## config.mk

```make
export PLATFORM = sky130hd
export DESIGN_NAME = i2c_pad_share_arbiter
export DESIGN_NICKNAME = d
export VERILOG_FILES = /design/src/rtl/i2c_pad_share_pkg.sv /design/src/rtl/i2c_bus_monitor.sv /design/src/rtl/i2c_pad_share_arbiter.sv
export SDC_FILE = /design/constraint.sdc
export NUM_CORES = 1
export LEC_CHECK = 0
export CORE_ASPECT_RATIO = 0.7
export CORE_UTILIZATION = 57
export DETAILED_ROUTE_END_ITERATION = 7
export PLACE_DENSITY_LB_ADDON = 0.3
export SYNTH_ARGS = -nofsm -noshare
export SYNTH_HDL_FRONTEND = slang
export SYNTH_SLANG_ARGS = --single-unit
```

## constraint.sdc

```tcl
create_clock -name clk_i -period 3 [get_ports clk_i]
set_clock_uncertainty 0.15 [all_clocks]
set_input_delay 0.45 -clock clk_i [delete_from_list [all_inputs] [get_ports clk_i]]
set_output_delay 0.45 -clock clk_i [all_outputs]
set_load 0.1 [all_outputs]
```

## src/rtl/i2c_pad_share_pkg.sv

```systemverilog
// Shared types and defaults for the I2C_0 pad-sharing arbiter.
package i2c_pad_share_pkg;

  typedef enum logic [1:0] {
    StIdle     = 2'd0,
    StGrantMss = 2'd1,
    StGrantFab = 2'd2,
    StHoldoff  = 2'd3
  } state_e;

  typedef enum logic {
    OwnMss = 1'b0,
    OwnFab = 1'b1
  } owner_e;

  localparam int unsigned DefIdleCycles    = 64;
  localparam int unsigned DefTimeoutCycles = 65536;

endpackage

```

## src/rtl/i2c_bus_monitor.sv

```systemverilog
// Synchronizes pad readback, detects START/STOP and tracks bus-busy.
module i2c_bus_monitor #(
  parameter int unsigned SYNC_STAGES = 2
) (
  input  logic clk_i,
  input  logic reset_i,
  input  logic sda_y_i,
  input  logic scl_y_i,
  input  logic force_clr_i,
  output logic sda_s_o,
  output logic scl_s_o,
  output logic start_o,
  output logic stop_o,
  output logic busy_o
);

  logic [SYNC_STAGES-1:0] sda_sync_q;
  logic [SYNC_STAGES-1:0] scl_sync_q;
  logic                   sda_prev_q;
  logic                   busy_q;

  assign sda_s_o = sda_sync_q[SYNC_STAGES-1];
  assign scl_s_o = scl_sync_q[SYNC_STAGES-1];
  assign start_o = sda_prev_q & ~sda_s_o & scl_s_o;
  assign stop_o  = ~sda_prev_q & sda_s_o & scl_s_o;
  assign busy_o  = busy_q;

  // Synchronizers reset to the released (high) level so reset never fakes an edge.
  always_ff @(posedge clk_i) begin
    if (reset_i) begin
      sda_sync_q <= '1;
      scl_sync_q <= '1;
      sda_prev_q <= 1'b1;
      busy_q     <= 1'b0;
    end else begin
      sda_sync_q <= {sda_sync_q[SYNC_STAGES-2:0], sda_y_i};
      scl_sync_q <= {scl_sync_q[SYNC_STAGES-2:0], scl_y_i};
      sda_prev_q <= sda_s_o;
      if (force_clr_i) begin
        busy_q <= 1'b0;
      end else if (start_o) begin
        busy_q <= 1'b1;
      end else if (stop_o) begin
        busy_q <= 1'b0;
      end
    end
  end

endmodule

```

## src/rtl/i2c_pad_share_arbiter.sv

```systemverilog
// Arbitrates the I2C_0 pad pair between the MSS controller and a fabric master.
module i2c_pad_share_arbiter
  import i2c_pad_share_pkg::*;
#(
  parameter int unsigned SYNC_STAGES    = 2,
  parameter int unsigned IDLE_CYCLES    = DefIdleCycles,
  parameter int unsigned TIMEOUT_CYCLES = DefTimeoutCycles,
  parameter int unsigned CNT_W          = 17
) (
  input  logic clk_i,
  input  logic reset_i,
  input  logic req_mss_i,
  input  logic req_fab_i,
  output logic gnt_mss_o,
  output logic gnt_fab_o,
  input  logic mss_sda_m2f_i,
  input  logic mss_sda_m2f_oe_i,
  input  logic mss_scl_m2f_i,
  input  logic mss_scl_m2f_oe_i,
  output logic mss_sda_f2m_o,
  output logic mss_scl_f2m_o,
  input  logic fab_sda_pull_i,
  input  logic fab_scl_pull_i,
  output logic fab_sda_in_o,
  output logic fab_scl_in_o,
  output logic pad_sda_d_o,
  output logic pad_scl_d_o,
  output logic pad_sda_e_o,
  output logic pad_scl_e_o,
  input  logic pad_sda_y_i,
  input  logic pad_scl_y_i,
  output logic bus_busy_o,
  output logic timeout_err_o
);

  state_e             state_q;
  owner_e             rr_last_q;
  logic               gnt_mss_q, gnt_fab_q, timeout_err_q;
  logic [CNT_W-1:0]   tmo_cnt_q, idle_cnt_q;
  logic               sda_s, scl_s, start, stop, busy;
  logic               in_grant, own_req, tmo_hit;
  owner_e             own;

  i2c_bus_monitor #(
    .SYNC_STAGES(SYNC_STAGES)
  ) u_mon (
    .clk_i      (clk_i),
    .reset_i    (reset_i),
    .sda_y_i    (pad_sda_y_i),
    .scl_y_i    (pad_scl_y_i),
    .force_clr_i(tmo_hit),
    .sda_s_o    (sda_s),
    .scl_s_o    (scl_s),
    .start_o    (start),
    .stop_o     (stop),
    .busy_o     (busy)
  );

  assign in_grant = (state_q == StGrantMss) || (state_q == StGrantFab);
  assign own      = (state_q == StGrantMss) ? OwnMss : OwnFab;
  assign own_req  = (state_q == StGrantMss) ? req_mss_i : req_fab_i;
  assign tmo_hit  = in_grant & busy & ~start & ~stop
                  & (tmo_cnt_q == CNT_W'(TIMEOUT_CYCLES - 1));

  assign pad_sda_d_o   = 1'b0;
  assign pad_scl_d_o   = 1'b0;
  assign pad_sda_e_o   = (gnt_mss_q & mss_sda_m2f_oe_i & ~mss_sda_m2f_i) | (gnt_fab_q & fab_sda_pull_i);
  assign pad_scl_e_o   = (gnt_mss_q & mss_scl_m2f_oe_i & ~mss_scl_m2f_i) | (gnt_fab_q & fab_scl_pull_i);
  assign mss_sda_f2m_o = gnt_mss_q ? sda_s : 1'b1;
  assign mss_scl_f2m_o = gnt_mss_q ? scl_s : 1'b1;
  assign fab_sda_in_o  = gnt_fab_q ? sda_s : 1'b1;
  assign fab_scl_in_o  = gnt_fab_q ? scl_s : 1'b1;
  assign gnt_mss_o     = gnt_mss_q;
  assign gnt_fab_o     = gnt_fab_q;
  assign bus_busy_o    = busy;
  assign timeout_err_o = timeout_err_q;

  always_ff @(posedge clk_i) begin
    if (reset_i) begin
      state_q       <= StIdle;
      rr_last_q     <= OwnFab;
      gnt_mss_q     <= 1'b0;
      gnt_fab_q     <= 1'b0;
      timeout_err_q <= 1'b0;
      tmo_cnt_q     <= '0;
      idle_cnt_q    <= '0;
    end else begin
      timeout_err_q <= 1'b0;
      case (state_q)
        StIdle: begin
          tmo_cnt_q  <= '0;
          idle_cnt_q <= '0;
          if (busy) begin
            // A third-party master owns the bus; wait for its STOP.
            if (stop) state_q <= StHoldoff;
          end else if (!start) begin
            if (req_mss_i && (!req_fab_i || rr_last_q == OwnFab)) begin
              state_q   <= StGrantMss;
              gnt_mss_q <= 1'b1;
            end else if (req_fab_i) begin
              state_q   <= StGrantFab;
              gnt_fab_q <= 1'b1;
            end
          end
        end
        StGrantMss, StGrantFab: begin
          if (tmo_hit || (!own_req && (!busy || stop))) begin
            state_q       <= StHoldoff;
            gnt_mss_q     <= 1'b0;
            gnt_fab_q     <= 1'b0;
            rr_last_q     <= own;
            tmo_cnt_q     <= '0;
            idle_cnt_q    <= '0;
            timeout_err_q <= tmo_hit;
          end else if (start || stop || !busy) begin
            tmo_cnt_q <= '0;
          end else begin
            tmo_cnt_q <= tmo_cnt_q + CNT_W'(1);
          end
        end
        StHoldoff: begin
          // Bus-free window restarts on any low line or foreign traffic.
          if (busy || start || !(sda_s && scl_s)) begin
            idle_cnt_q <= '0;
          end else if (idle_cnt_q == CNT_W'(IDLE_CYCLES - 1)) begin
            state_q    <= StIdle;
            idle_cnt_q <= '0;
          end else begin
            idle_cnt_q <= idle_cnt_q + CNT_W'(1);
          end
        end
        default: state_q <= StIdle;
      endcase
    end
  end

endmodule

```

==> run summary, run 1 <==
Observations from the implementation run.

Cells and area:
- The top cell types in the final layout, fill and taps aside, are 46 x dfxtp_1, 29 x nor2_1, 28 x nand2_1.

Drt:
- The run gives the detailed route wirelength on metal3 as between 300 and 400 um.
- The run puts the routed metal-1 wire length at 2598 um.
- The run gives the total number of vias as 2,211.
- The run gives the routed wire length on met2 as about 2300 um.
- The run gives the number of search-and-repair iterations in the first detailed-routing pass as 4.
- The final layout contains routed wiring with a total length of 5384 um.

Global routing:
- The run puts the global-route wire length before repair at just over 9000 um.
- The run gives the met2 demand-to-capacity share in global routing as ~40%.
- The run gives the met1 usage in global routing as 36.31%.

Clock tree:
- The run puts the number of buffers inserted during clock tree synthesis at 5.
- The run gives the count of H-tree levels built during CTS as 2.
- The run puts the number of buffers on the longest clock path at 2.
- The run puts the latest clock arrival within the worst-skew pair at between 300 and 400 ps.
- Per the CTS log, the root buffer master is clkbuf_8.
- Once the clock tree was built, the setup fixing pass inserted 0 buffers.
- The run puts the number of gates resized after cts at 0.

Setup path:
- The run gives the cell class contributing the biggest share of worst-path delay as simple AND/OR/NAND/NOR gates.
- The run gives the largest driver fanout on the critical path as 15.
- For reference, the critical path is captured by idle_cnt_q[9]$_SDFFE_PP0N_.
- The report puts the cell count of the worst reg-to-reg path at 8.
- STA lists the endpoint of the worst register-to-register path as idle_cnt_q[9]$_SDFFE_PP0N_.
- On the critical path the data arrives at approximately 2800 ps.
- The run gives the data required time of the worst path as about 3100 ps.
- The run gives the beginning of the worst register-to-register path as tmo_cnt_q[4]$_SDFFE_PP0P_.
- The critical path in this run is classified as reg -> reg.

Pwr:
- Per report_power, the combinational group accounts for 35.5% of the total.
- The run puts the overall power consumption at 0.001787 W.
- The run gives the clock network power as ~0.00047 W.
- For this design the static power due to leakage is ~0.97 nW.
- The worst-case IR drop observed on VDD is about 0.57 mV.
- The run gives the ratio of total power to cell area as about 630 nW/um^2.

Yosys:
- The run puts the synthesized area divided by synthesized cell count at 8.352 um^2.
- The run gives the number of flops mapped to enable cells by yosys as 0.
- The synthesis report gives the async set-or-reset register share as 0%.
- The run puts the area fraction of the dominant cell type after synthesis at between 30% and 40%.
- The run gives the area fraction in full adders, half adders and majority gates as 3.472%.

Outcome:
- The flow ran to the end, and the final reports show no timing, DRC or antenna violations.

Flow run:
- Warnings raised by the tools during the run amount to 29.

Placed design:
- Detailed placement ended at an HPWL of roughly 3900 um.
- The run puts the setup slack after placement at roughly 290 ps.
- Per the gpl log, the routability congestion estimate is 0.8483.
- The post-placement cell area is ~2700 um^2.

Final timing:
- Endpoints with negative setup slack in the final report add up to 0.

Hold path:
- The worst hold path belongs to the class reg -> reg.
- The run puts the depth of the worst hold-timing path at 1.
==> run 1: area by class of cell <==
type                            count  area, um^2
Multi-Input combinational cell    229        1479
Fill cell                         342        1254
Sequential cell                    46       920.9
Timing Repair Buffer               24       207.7
Clock buffer                        5       68.82
Tap cell                           52       65.06
Inverter                           13       48.80
Clock inverter                      3       45.04
==> run 1: sequential cells by signal, summed over array words and instances (netlist names) <==
name              cells
timeout_err_o         1
u_mon.busy_o          1
idle_cnt_q           17
u_mon.scl_sync_q      2
u_mon.sda_prev_q      1
rr_last_q             1
gnt_mss_o             1
u_mon.sda_sync_q      2
state_q               2
gnt_fab_o             1
tmo_cnt_q            17
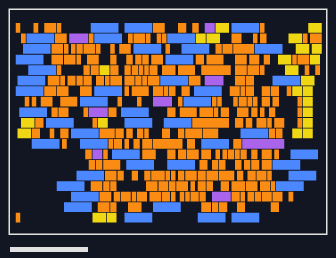
*Placement by cell class, run 1*
The bar under the picture is 20 um long.
other buffers and delay cells: drawn in yellow, cells 24, share of their area 7.5%. all other logic: drawn in orange, cells 242, share of their area 55%. clock drivers and dummy loads: drawn in purple, cells 8, share of their area 4.1%. flip-flops: drawn in blue, cells 46, share of their area 33%.
Layout Utilization: 69.34%
flip-flop and latch share of the layout cell area: 32.48%

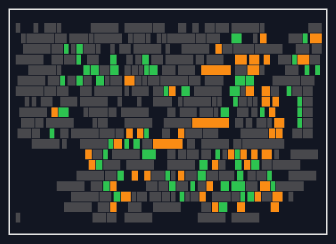
*Logic cells by family, run 1*
NAND gates: drawn in green, cells 60. inverting AOI/OAI gates: drawn in orange, cells 48.
Final Non-Filler Cells: 372
most common cell after layout, fill and taps aside: dfxtp_1
share of cell area taken by multi-input logic gates: 52.16%

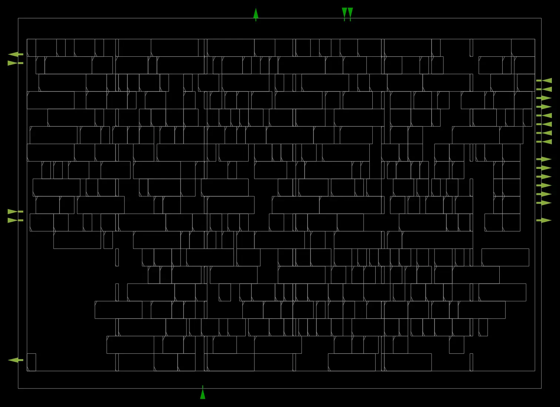
*Placed standard cells, run 1*
fill count: 342
number of tap cells added at floorplan: 52
FP Rows: 19
Core Region: 4089 um^2
FF+latch count: 46

## Run 2: what changed since run 1
--- a/config.mk
+++ b/config.mk
@@ -5,8 +5,9 @@
 export SDC_FILE = /design/constraint.sdc
 export NUM_CORES = 1
 export LEC_CHECK = 0
+export CAP_MARGIN = 20
 export CORE_ASPECT_RATIO = 0.7
-export CORE_UTILIZATION = 57
+export CORE_UTILIZATION = 46
 export DETAILED_ROUTE_END_ITERATION = 7
 export PLACE_DENSITY_LB_ADDON = 0.3
 export SYNTH_ARGS = -nofsm -noshare
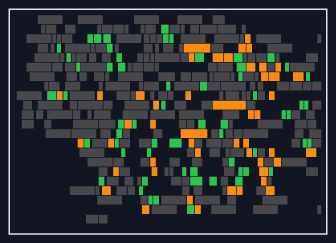
*Logic cells by family, run 2*
inverting AOI/OAI gates: drawn in orange, cells 48. NAND gates: drawn in green, cells 60.
Final Non-Filler Cells: 393
share of cell area taken by multi-input logic gates: 51.96%

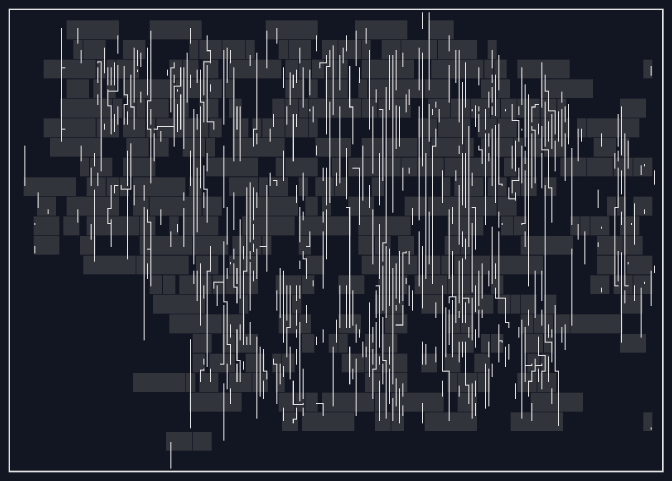
*M2 wires, run 2*
The layer carries 2,290 um of wire. The wires run mostly vertical. The layer holds 42% of the routed length. The longest straight run is 26.5 um. 277 nets have wire on it.
met2 Use GR: 31.34%
total via count after detailed routing: 2,213

==> run 2 against run 1 <==
- final area is 0.40% higher
- power fell by 4.2%
- routed wire length is 2.2% higher
- worst hold slack gained 6.0 ps
- sequential cell count unchanged
- highest routed layer unchanged
- cell count rose by 5.6%
- register-to-register slack barely moved
- via count about the same
- setup slack improved by 7.9 ps
- clock-buffer cell count unchanged
- area after synthesis did not move
- synthesized cell count stayed put
==> run summary, run 2 <==
Observations from the implementation run.

Cells and area:
- The run gives the most used logic cell in the final layout as dfxtp_1.
- The largest registers in the layout are idle_cnt_q: 17 flops, tmo_cnt_q: 17 flops.
- The finished layout reports a core utilization of between 50% and 60%.
- The most common logic cells in the final layout are 46 x dfxtp_1, 29 x nor2_1, 28 x nand2_1.

Global routing:
- The run gives the global-route wire length before repair as 9653 um.
- The run puts the total routing resource utilization after global routing at around a fifth.

Outcome:
- The run finished with clean final reports.

Hold path:
- The run gives the depth of the worst hold-timing path as 1.

Yosys:
- The post-synth count of flops with an enable pin is 0.
- In the synthesized netlist the dominant register cell turns out to be dfxtp_1.
- The run gives the synthesized area divided by synthesized cell count as about 8.4 um^2.
- The run gives the area fraction in full adders, half adders and majority gates as roughly 3.5%.
- The run puts the share of async-settable or async-resettable flops after synthesis at 0%.
- The run puts the area fraction of the dominant cell type after synthesis at 36.51%.

Setup path:
- The run gives the signal arrival time at the worst endpoint as between 2000 and 3000 ps.
- Looking at the setup timing report, the critical path kind is reg -> reg.
- The run gives the critical register-to-register path endpoint as idle_cnt_q[13]$_SDFFE_PP0N_.
- Per STA, the endpoint of the critical path is idle_cnt_q[13]$_SDFFE_PP0N_.
- For the worst reg-to-reg path, the startpoint reported by OpenROAD is tmo_cnt_q[4]$_SDFFE_PP0P_.
- The cell family contributing the most delay on the critical path is simple AND/OR/NAND/NOR gates.
- The number of cells on the worst reg-to-reg path is 8.
- The run puts the data required time of the worst path at ~3100 ps.
- The run gives the largest driver fanout on the critical path as 15.

Placed design:
- The run gives the global placer's final weighted congestion as approximately 0.86.
- The run gives the total half-perimeter wirelength after legalization and detailed placement as just under 4000 um.
- The post-placement cell area is around 2700 um^2.

Drt:
- The run gives the number of search-and-repair iterations in the first detailed-routing pass as 4.
- The run gives the final wirelength as between 5000 and 6000 um.
- Detailed routing placed a total of 252 um of wire on met3.

Floorplan:
- The run gives the area of the core region as about 5300 um^2.

Pwr:
- The script extracted a total leakage power of 0.9630 nW.
- The run gives the fraction of power consumed by combinational cells as about 37%.
- The run gives the maximum VDD drop as 0.3411 mV.
- The run puts the ratio of total power to cell area at approximately 600 nW/um^2.

Clock tree:
- The run puts the number of buffers inserted during clock tree synthesis at 5.
- After clock tree synthesis, the setup repair step added 0 buffers.
- The run gives the number of buffers on the longest clock path as 2.
- The run gives the number of gates resized after cts as 0.

Flow run:
- The run puts the OpenROAD warning count at 29.

Final timing:
- The run gives the final setup violation count as 0.
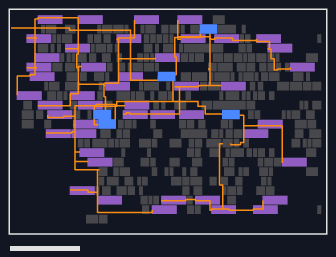
*Routed clock nets over the placement, run 2*
The bar under the picture is 20 um long.
cells driving clock nets: drawn in blue, count 5. clock wires: drawn in orange, length 584 um. flip-flops: drawn in purple, count 46.
Position of the flops: all over the die.
clock insertion delay at the later pin of the skew report: 300 ps
share of total power in the clock network: 22.9%
reported clock group power: 0.000392 W

run 2: worst reg2reg max path, stage by stage (launching register included):
cell,delay (ps)
dfxtp_1,410
and4_1,280
nand4_1,210
nor3_1,250
ha_1,220
o211a_2,240
o211ai_4,180
or4_1,540
a21oi_1,140
run 2: layer usage:
| metal | GRT usage [%] | vias to the layer above |
|---|---|---|
| met2 | 31.34 | 55 |
| met3 | 4.881 | 4 |
| met4 | 5.444 | 0 |
| met5 | 0 | - |
| li1 | - | 1115 |
| met1 | 29.62 | 1039 |
run 2: area by class of cell:
type | count | area, um^2
flip-flops and latches | 46 | 920.9
inverters | 13 | 48.80
clock buffers | 5 | 68.82
fillers | 482 | 2411
clock inverters | 3 | 23.77
multi-input cells | 229 | 1479
well taps | 72 | 90.09
repair buffers | 25 | 215.2
## Run 3: what changed since run 2
--- a/config.mk
+++ b/config.mk
@@ -7,7 +7,7 @@
 export LEC_CHECK = 0
 export CAP_MARGIN = 20
 export CORE_ASPECT_RATIO = 0.7
-export CORE_UTILIZATION = 46
+export CORE_UTILIZATION = 30
 export DETAILED_ROUTE_END_ITERATION = 7
 export PLACE_DENSITY_LB_ADDON = 0.3
 export SYNTH_ARGS = -nofsm -noshare
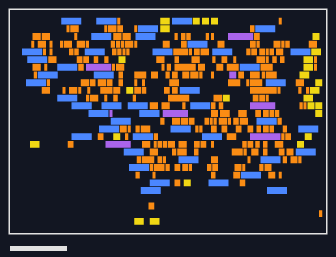
*Placement by cell class, run 3*
The bar under the picture is 20 um long.
clock drivers and dummy loads: drawn in purple, cells 8, share of their area 5.9%. flip-flops: drawn in blue, cells 46, share of their area 32%. all other logic: drawn in orange, cells 242, share of their area 54%. other buffers and delay cells: drawn in yellow, cells 26, share of their area 7.8%.
finished layout cell area: 2964 um^2
flip-flop and latch share of the layout cell area: 31.07%
Layout Utilization: 37.02%

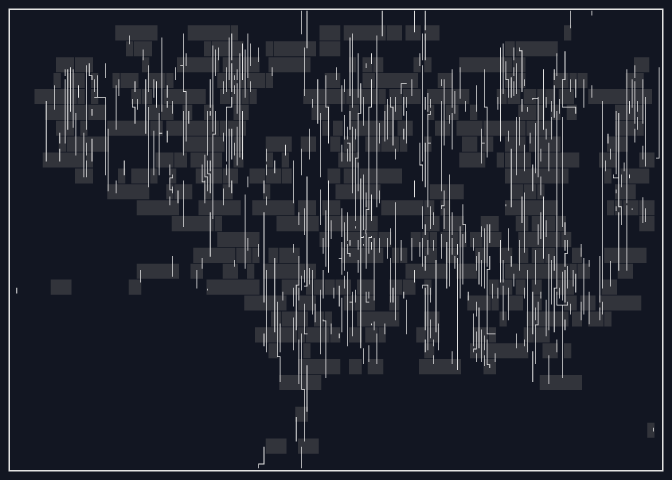
*M2 wires, run 3*
The layer carries 2,360 um of wire. The longest straight run is 32.0 um. The layer holds 41% of the routed length.
met2 Use GR: 20.25%
Detailed Route WL: 5740 um
total via count after detailed routing: 2,175

==> run 3 against run 2 <==
- the run now ends with DRC left
- utilization down 17 points
- critical path depth unchanged
- critical endpoint unchanged
- maximum frequency increased by 3.7%
- non-clock buffer count grew 1
- sequential share of layout area is 1.3 points lower
- clock-buffer cell count increased by 1
- critical path type unchanged
- die size up 52%
- synthesized cell count is the same
- via count down 1.7%
- largest power group unchanged
==> run summary, run 3 <==
Observations from the implementation run.

Outcome:
- The flow ran to the end, but the final reports show violations.
- The final reports fail on DRC.

Flow run:
- The stage logs contain a warning count of 29.

Setup path:
- The capture point of the worst register-to-register path is recorded as idle_cnt_q[13]$_SDFFE_PP0N_.
- The kind of cell with the highest combined delay along the critical path is simple AND/OR/NAND/NOR gates.
- The run gives the worst setup path endpoint as idle_cnt_q[13]$_SDFFE_PP0N_.
- The run puts the largest driver fanout on the critical path at 15.

Placed design:
- The run gives the global placer's final weighted congestion as 0.7822.
- The run gives the setup slack after placement as between 200 and 300 ps.
- The run gives the total half-perimeter wirelength after legalization and detailed placement as between 4000 and 5000 um.

Pwr:
- The run puts the overall power consumption at about 0.0020 W.
- In this run, the clock network consumes about 32% of the power.
- The run puts the ratio of total power to cell area at ~660 nW/um^2.

Clock tree:
- The run puts the number of buffers inserted during clock tree synthesis at 5.
- The skew report gives the latency at the later pin of the worst-skew pair as 290 ps.

Global routing:
- The run puts the global-route wire length before repair at a little under 10,000 um.

Hold path:
- Counting instances, the worst hold path has a depth of 1.

Final timing:
- The run gives the final setup violation count as 0.

Drt:
- The run gives the final routed DRC violation total as 3.

Cells and area:
- The run gives the most used logic cell in the final layout as dfxtp_1.

Yosys:
- The run gives the area fraction in full adders, half adders and majority gates as 3.472%.
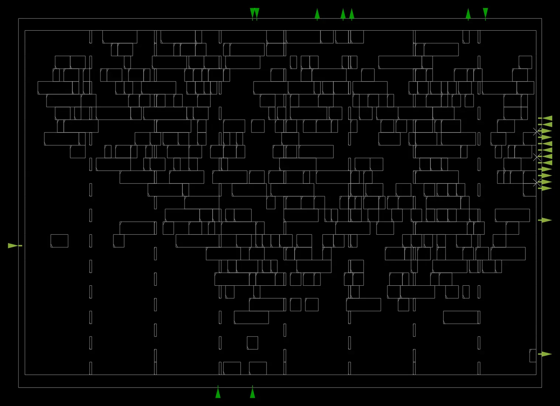
*Placed standard cells, run 3*
FP Rows: 27
fill count: 821
Final Non-Filler Cells: 423
Core Region: 8006 um^2

==> run 3: cell counts after synthesis <==
Identical to the previous run, type by type.
==> run 3: layout make-up <==
| class | instances | area share [%] |
|---|---|---|
| Multi-Input combinational cell | 229 | 49.89 |
| Sequential cell | 46 | 31.07 |
| Timing Repair Buffer | 26 | 7.514 |
| Clock buffer | 6 | 4.348 |
| Tap cell | 101 | 4.263 |
| Inverter | 13 | 1.646 |
| Clock inverter | 2 | 1.266 |
==> run 3: layer usage <==
| metal | GRT usage, % | wire length (um) |
|---|---|---|
| met3 | 3.817 | 187 |
| met4 | 4.865 | 99 |
| met5 | 0 | 0 |
| met2 | 20.25 | 2356 |
| met1 | 19.73 | 3095 |
No activity file was given, so power comes from the tool's default toggle rates.
